[src/rtl/serial_ripple_adder.sv]
// Digit-serial unsigned adder: {Cout, R} = A + B, W bits per clock, LSB digit first,
// with a single registered carry between digits.
module serial_ripple_adder #(
    parameter int N = 8,
    parameter int W = 1
) (
    input  logic         clk,
    input  logic         rst_n,
    input  logic         in_valid,
    output logic         in_ready,
    input  logic [N-1:0] A,
    input  logic [N-1:0] B,
    output logic         out_valid,
    input  logic         out_ready,
    output logic [N-1:0] R,
    output logic         Cout,
    output logic         busy
);

    localparam int D  = N / W;
    localparam int CW = (D > 1) ? $clog2(D) : 1;

    generate
        if (W < 1 || W > N || (N % W) != 0) begin : g_bad_width
            $error("serial_ripple_adder: W must divide N evenly");
        end
    endgenerate

    typedef enum logic [1:0] {
        IDLE = 2'd0,
        RUN  = 2'd1,
        DONE = 2'd2
    } state_t;

    state_t        state;
    state_t        state_next;
    logic [N-1:0]  a_sh;
    logic [N-1:0]  b_sh;
    logic [N-1:0]  sum_sh;
    logic [N-1:0]  sum_next;
    logic          carry;
    logic [CW-1:0] cnt;
    logic [W:0]    s;
    logic          accept;
    logic          last;
    logic          drain;

    // Handshakes: a transfer happens on a rising edge where valid && ready are both high.
    // The producer holds in_valid (and A/B) until in_ready; a result stays presented
    // with out_valid high until the consumer raises out_ready.
    assign in_ready  = (state == IDLE);
    assign out_valid = (state == DONE);
    assign busy      = (state != IDLE);

    assign accept = in_valid && in_ready;
    assign drain  = out_valid && out_ready;
    assign last   = (state == RUN) && (cnt == CW'(D - 1));

    always_comb begin
        s        = {1'b0, a_sh[W-1:0]} + {1'b0, b_sh[W-1:0]} + (W + 1)'(carry);
        // New digit enters at the top so that after D shifts digit 0 sits at bit 0.
        sum_next = (sum_sh >> W) | (N'(s[W-1:0]) << (N - W));
    end

    always_comb begin
        state_next = state;
        case (state)
            IDLE:    if (accept) state_next = RUN;
            RUN:     if (last)   state_next = DONE;
            DONE:    if (drain)  state_next = IDLE;
            default: state_next = IDLE;
        endcase
    end

    always_ff @(posedge clk) begin
        if (!rst_n) begin
            state  <= IDLE;
            a_sh   <= '0;
            b_sh   <= '0;
            sum_sh <= '0;
            carry  <= 1'b0;
            cnt    <= '0;
            R      <= '0;
            Cout   <= 1'b0;
        end else begin
            state <= state_next;
            if (accept) begin
                a_sh  <= A;
                b_sh  <= B;
                carry <= 1'b0;
                cnt   <= '0;
            end else if (state == RUN) begin
                a_sh   <= a_sh >> W;
                b_sh   <= b_sh >> W;
                sum_sh <= sum_next;
                carry  <= s[W];
                cnt    <= cnt + CW'(1);
                if (last) begin
                    R    <= sum_next;
                    Cout <= s[W];
                end
            end
        end
    end

endmodule

[config.mk]
export PLATFORM = sky130hd
export DESIGN_NAME = serial_ripple_adder
export DESIGN_NICKNAME = d
export VERILOG_FILES = /design/src/rtl/serial_ripple_adder.sv
export SDC_FILE = /design/constraint.sdc
export NUM_CORES = 1
export LEC_CHECK = 0
export ABC_AREA = 1
export CORE_MARGIN = 1.5
export CORE_UTILIZATION = 30
export CTS_BUF_LIST = sky130_fd_sc_hd__clkbuf_2 sky130_fd_sc_hd__clkbuf_4 sky130_fd_sc_hd__clkbuf_8
export DETAILED_ROUTE_END_ITERATION = 8
export PLACE_DENSITY_LB_ADDON = 0.2
export REMOVE_ABC_BUFFERS = 1
export SYNTH_ARGS = -nofsm -noshare
export SYNTH_HDL_FRONTEND = slang
export SYNTH_SLANG_ARGS = --single-unit
[constraint.sdc]
create_clock -name clk -period 2.15 [get_ports clk]
set_clock_uncertainty 0.1 [all_clocks]
set_input_delay 0.215 -clock clk [delete_from_list [all_inputs] [get_ports clk]]
set_output_delay 0.215 -clock clk [all_outputs]
set_load 0.01 [all_outputs]
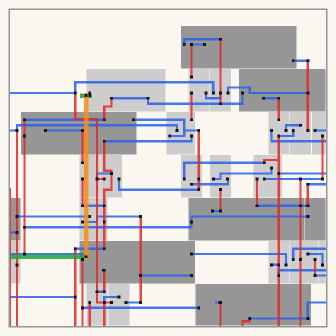
Fig. 1. Layout detail.
Region (49, 49) to (69, 69) µm. Cells in grey, sequential cells in the stronger grey; small squares are vias.
[M1] blue
[M2] red
[M4] orange
[M3] green
most frequent: nor2_1 (11), dfxtp_1 (6), o21ai_0 (4)
sequential cells in the window: 6
netlist names of flops here include: sum_sh (3), R (2)
cells with their middle in the window: 22

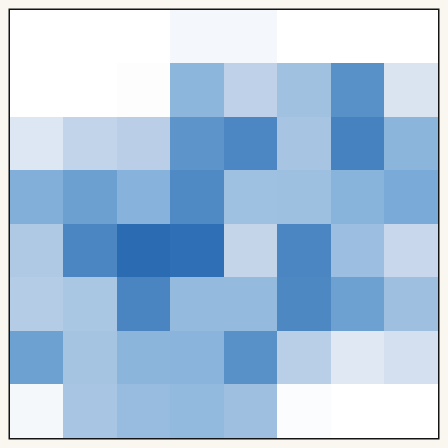
Fig. 2. Placement density heat map.
The die is cut into 8 by 8 equal tiles; white is low, dark blue is high, 0 to 100% covered.
fullest tile: 76%
nearly empty tiles: 17%
mean over tiles: 34%
tiles over 75% full: 1.6%
initial core utilization: 0.313
Core ar.: 5570 µm²
Final Util: 0.396

==> flow_summary.yaml <==
# yosys + openroad results
run_status:
  status: "finished, final reports clean"
clocking:
  clkSlewWorstSetupHoldPaths_ns: 0.08
  root_buffer: "clkbuf_8"
  clkSinkCount: 38
  htreeDepth: 2
  hold_buffers: 0
  clkLatencyLatePin_ns: 0.29
  clk_path_buf_depth: 2
  tritoncts: "yes"
  numCtsBuffers: 5
  cts_resized: 0
  post-cts-setup-buffers: 0
final_layout:
  seq_cell_count: 38
  antennaDiodeCount: 0
  nNonClkBuffers: 37
  layout_top_cell: "nand2_1"
  fill_cells: 591
  area_delta_synth_final_pct: 26.5
  largest_cell_class: "combinational gates"
  clkbuf_count: 6
  seq_area_um2: 761
  nonClkBufAreaFrac: 0.161
  final_cell_mix: "62 x nand2_1, 38 x dfxtp_1, 31 x nor2_1, 31 x clkdlybuf4s50_1, 26 x nand3_1"
  comb_area_um2: 812
  seq_share: 0.344
  design_area_um2: 2210
  drive_gt1_frac: 0.108
  num-multi-input-gates: 165
  fin_nets: 291
  comb_share: 0.367
  layout.cells.non_filler: 340
  inv_count: 21
  final-clk-cell-share: 0.0510
setup_path:
  arrival_ns: 1.63
  cp_max_fo: 15
  required_ns: 1.84
  crit_path_end_kind: "output port"
  r2r_setup_slack_ns: 0.50
  crit_type: "register to output port"
  startpoint_type: "register"
grt:
  grt_pass1_vias: 1505
  gr-total-overflow: 0
  track_usage: 0.139
  grt_antenna_before_repair: 0
  grt_first_pass_wirelength_mm: 6.71
  grt_max_degree: 22
yosys:
  ys_cells: 237
  synth.top_cell.area_share: 0.436
  yosys_area_um2: 1750
  synth-seq-cells: 38
  area_leaders: "dfxtp_1 44%, nand2_1 13%, nand3_1 7.4%"
  synth_seq_share: 0.436
  syn_area_um2: 1750
  ys_warn_count: 0
  yosys.area.top_type: "dfxtp_1"
  avgSynthCellArea_um2: 7.37
  syn-instance-count: 237
  yosysUniqueCellTypes: 22
placed_design:
  post-place-cells: 333
  place.gp.congestion: 0.715
  place_area_um2: 2100
  dp_hpwl_mm: 2.50
  place_ws_ns: 0.491
  place.port_buffers: 31
route:
  drt_iter0_drc: 50
  first_pass_iters: 4
  ant_nets: 0
  viasPerCell: 4.50
  drc_errors: 0
  routed_wl_mm: 3.74
  wire_per_inst_um: 11.0
  num_vias: 1529
timing:
  worstMarginPinSlew_ns: 0.440
  slew_violations: 0
  relSlewSlack: 0.705
  fin_crit_sh: 0.906
  hold_viol_final: 0
  post-route-min-period_ns: 1.95
  finalWorstSetupSlack_ns: 0.201
  rsz0062_at_grt: "no"
  fmax_ghz: 0.513
  setup_viol: 0
  fin_tns_setup_ns: 0
  finalHoldWorstSlack_ns: 0.365
floorplanning:
  num_rows: 27
  die_x_um: 79.3
  chipArea_um2: 6290
  ioPinCount: 32
  die_h_um: 79.3
  taps: 72
power:
  p_total_mw: 1.61
  powerDensity_nw_per_um2: 727
  ir_drop_mv: 0.299
  leakage_nw: 0.963
flow_run:
  maxCapViolCount: 0
  warnings: 25
worst_hold_path:
  hold_class: "register to register"
## final timing paths
kind                               start        end  cells past startpoint
worst min-delay path                Cout       Cout                      2
worst max register to register  state[0]       R[6]                      5
worst min register to register      Cout       Cout                      2
worst max-delay path            state[1]  out_valid                      3
## power by group
group / total (mW) / internal (mW) / switching, mW / leakage, nW
registers: 0.770 / 0.743 / 0.0270 / 0.311
logic: 0.214 / 0.0969 / 0.117 / 0.594
clock network: 0.623 / 0.371 / 0.252 / 0.0573
## critical path: stages (launching register included)
cell	delay, ns
dfxtp_1	0.46
inv_2	0.20
nor2_2	0.14
clkdlybuf4s50_1	0.54
## flip-flops by register name, summed over array words and instances, names as in the netlist
signal / flops
Cout: 1
R: 8
a_sh: 8
b_sh: 8
carry: 1
cnt: 3
state: 2
sum_sh: 7
## cell families (layout without fill, tap and decap cells)
family	count (synthesis)	in the layout	share of synthesized area
XOR/XNOR	1	1	0.00502
flip-flops	38	38	0.436
AND/OR/NAND/NOR	125	125	0.307
buffers and inverters	34	65	0.0996
AND-OR/OR-AND	36	36	0.127
adder cells (fa/ha/maj)	3	3	0.0258
## metal layers
layer	track usage	vias up	wire length, µm
met3	0.0345	11	208
met2	0.217	41	1640
met5	0	-	0
li1	-	808	-
met4	0.0930	0	116
met1	0.167	669	1770
## Yosys cell counts
cell type,number
nand2_1,62
dfxtp_1,38
nor2_1,31
nand3_1,26
inv_1,20
a21oi_1,14
o21ai_0,13
a21oi_2,8
buf_6,5
buf_2,3
clkbuf_1,3
nor2_4,3
ha_1,2
buf_4,1
clkbuf_2,1
fa_1,1
inv_2,1
nand2_2,1
nand2_4,1
nor2_2,1
o21ai_4,1
xor2_1,1
Power figures rest on the tool's default switching activity, not on a simulated workload.
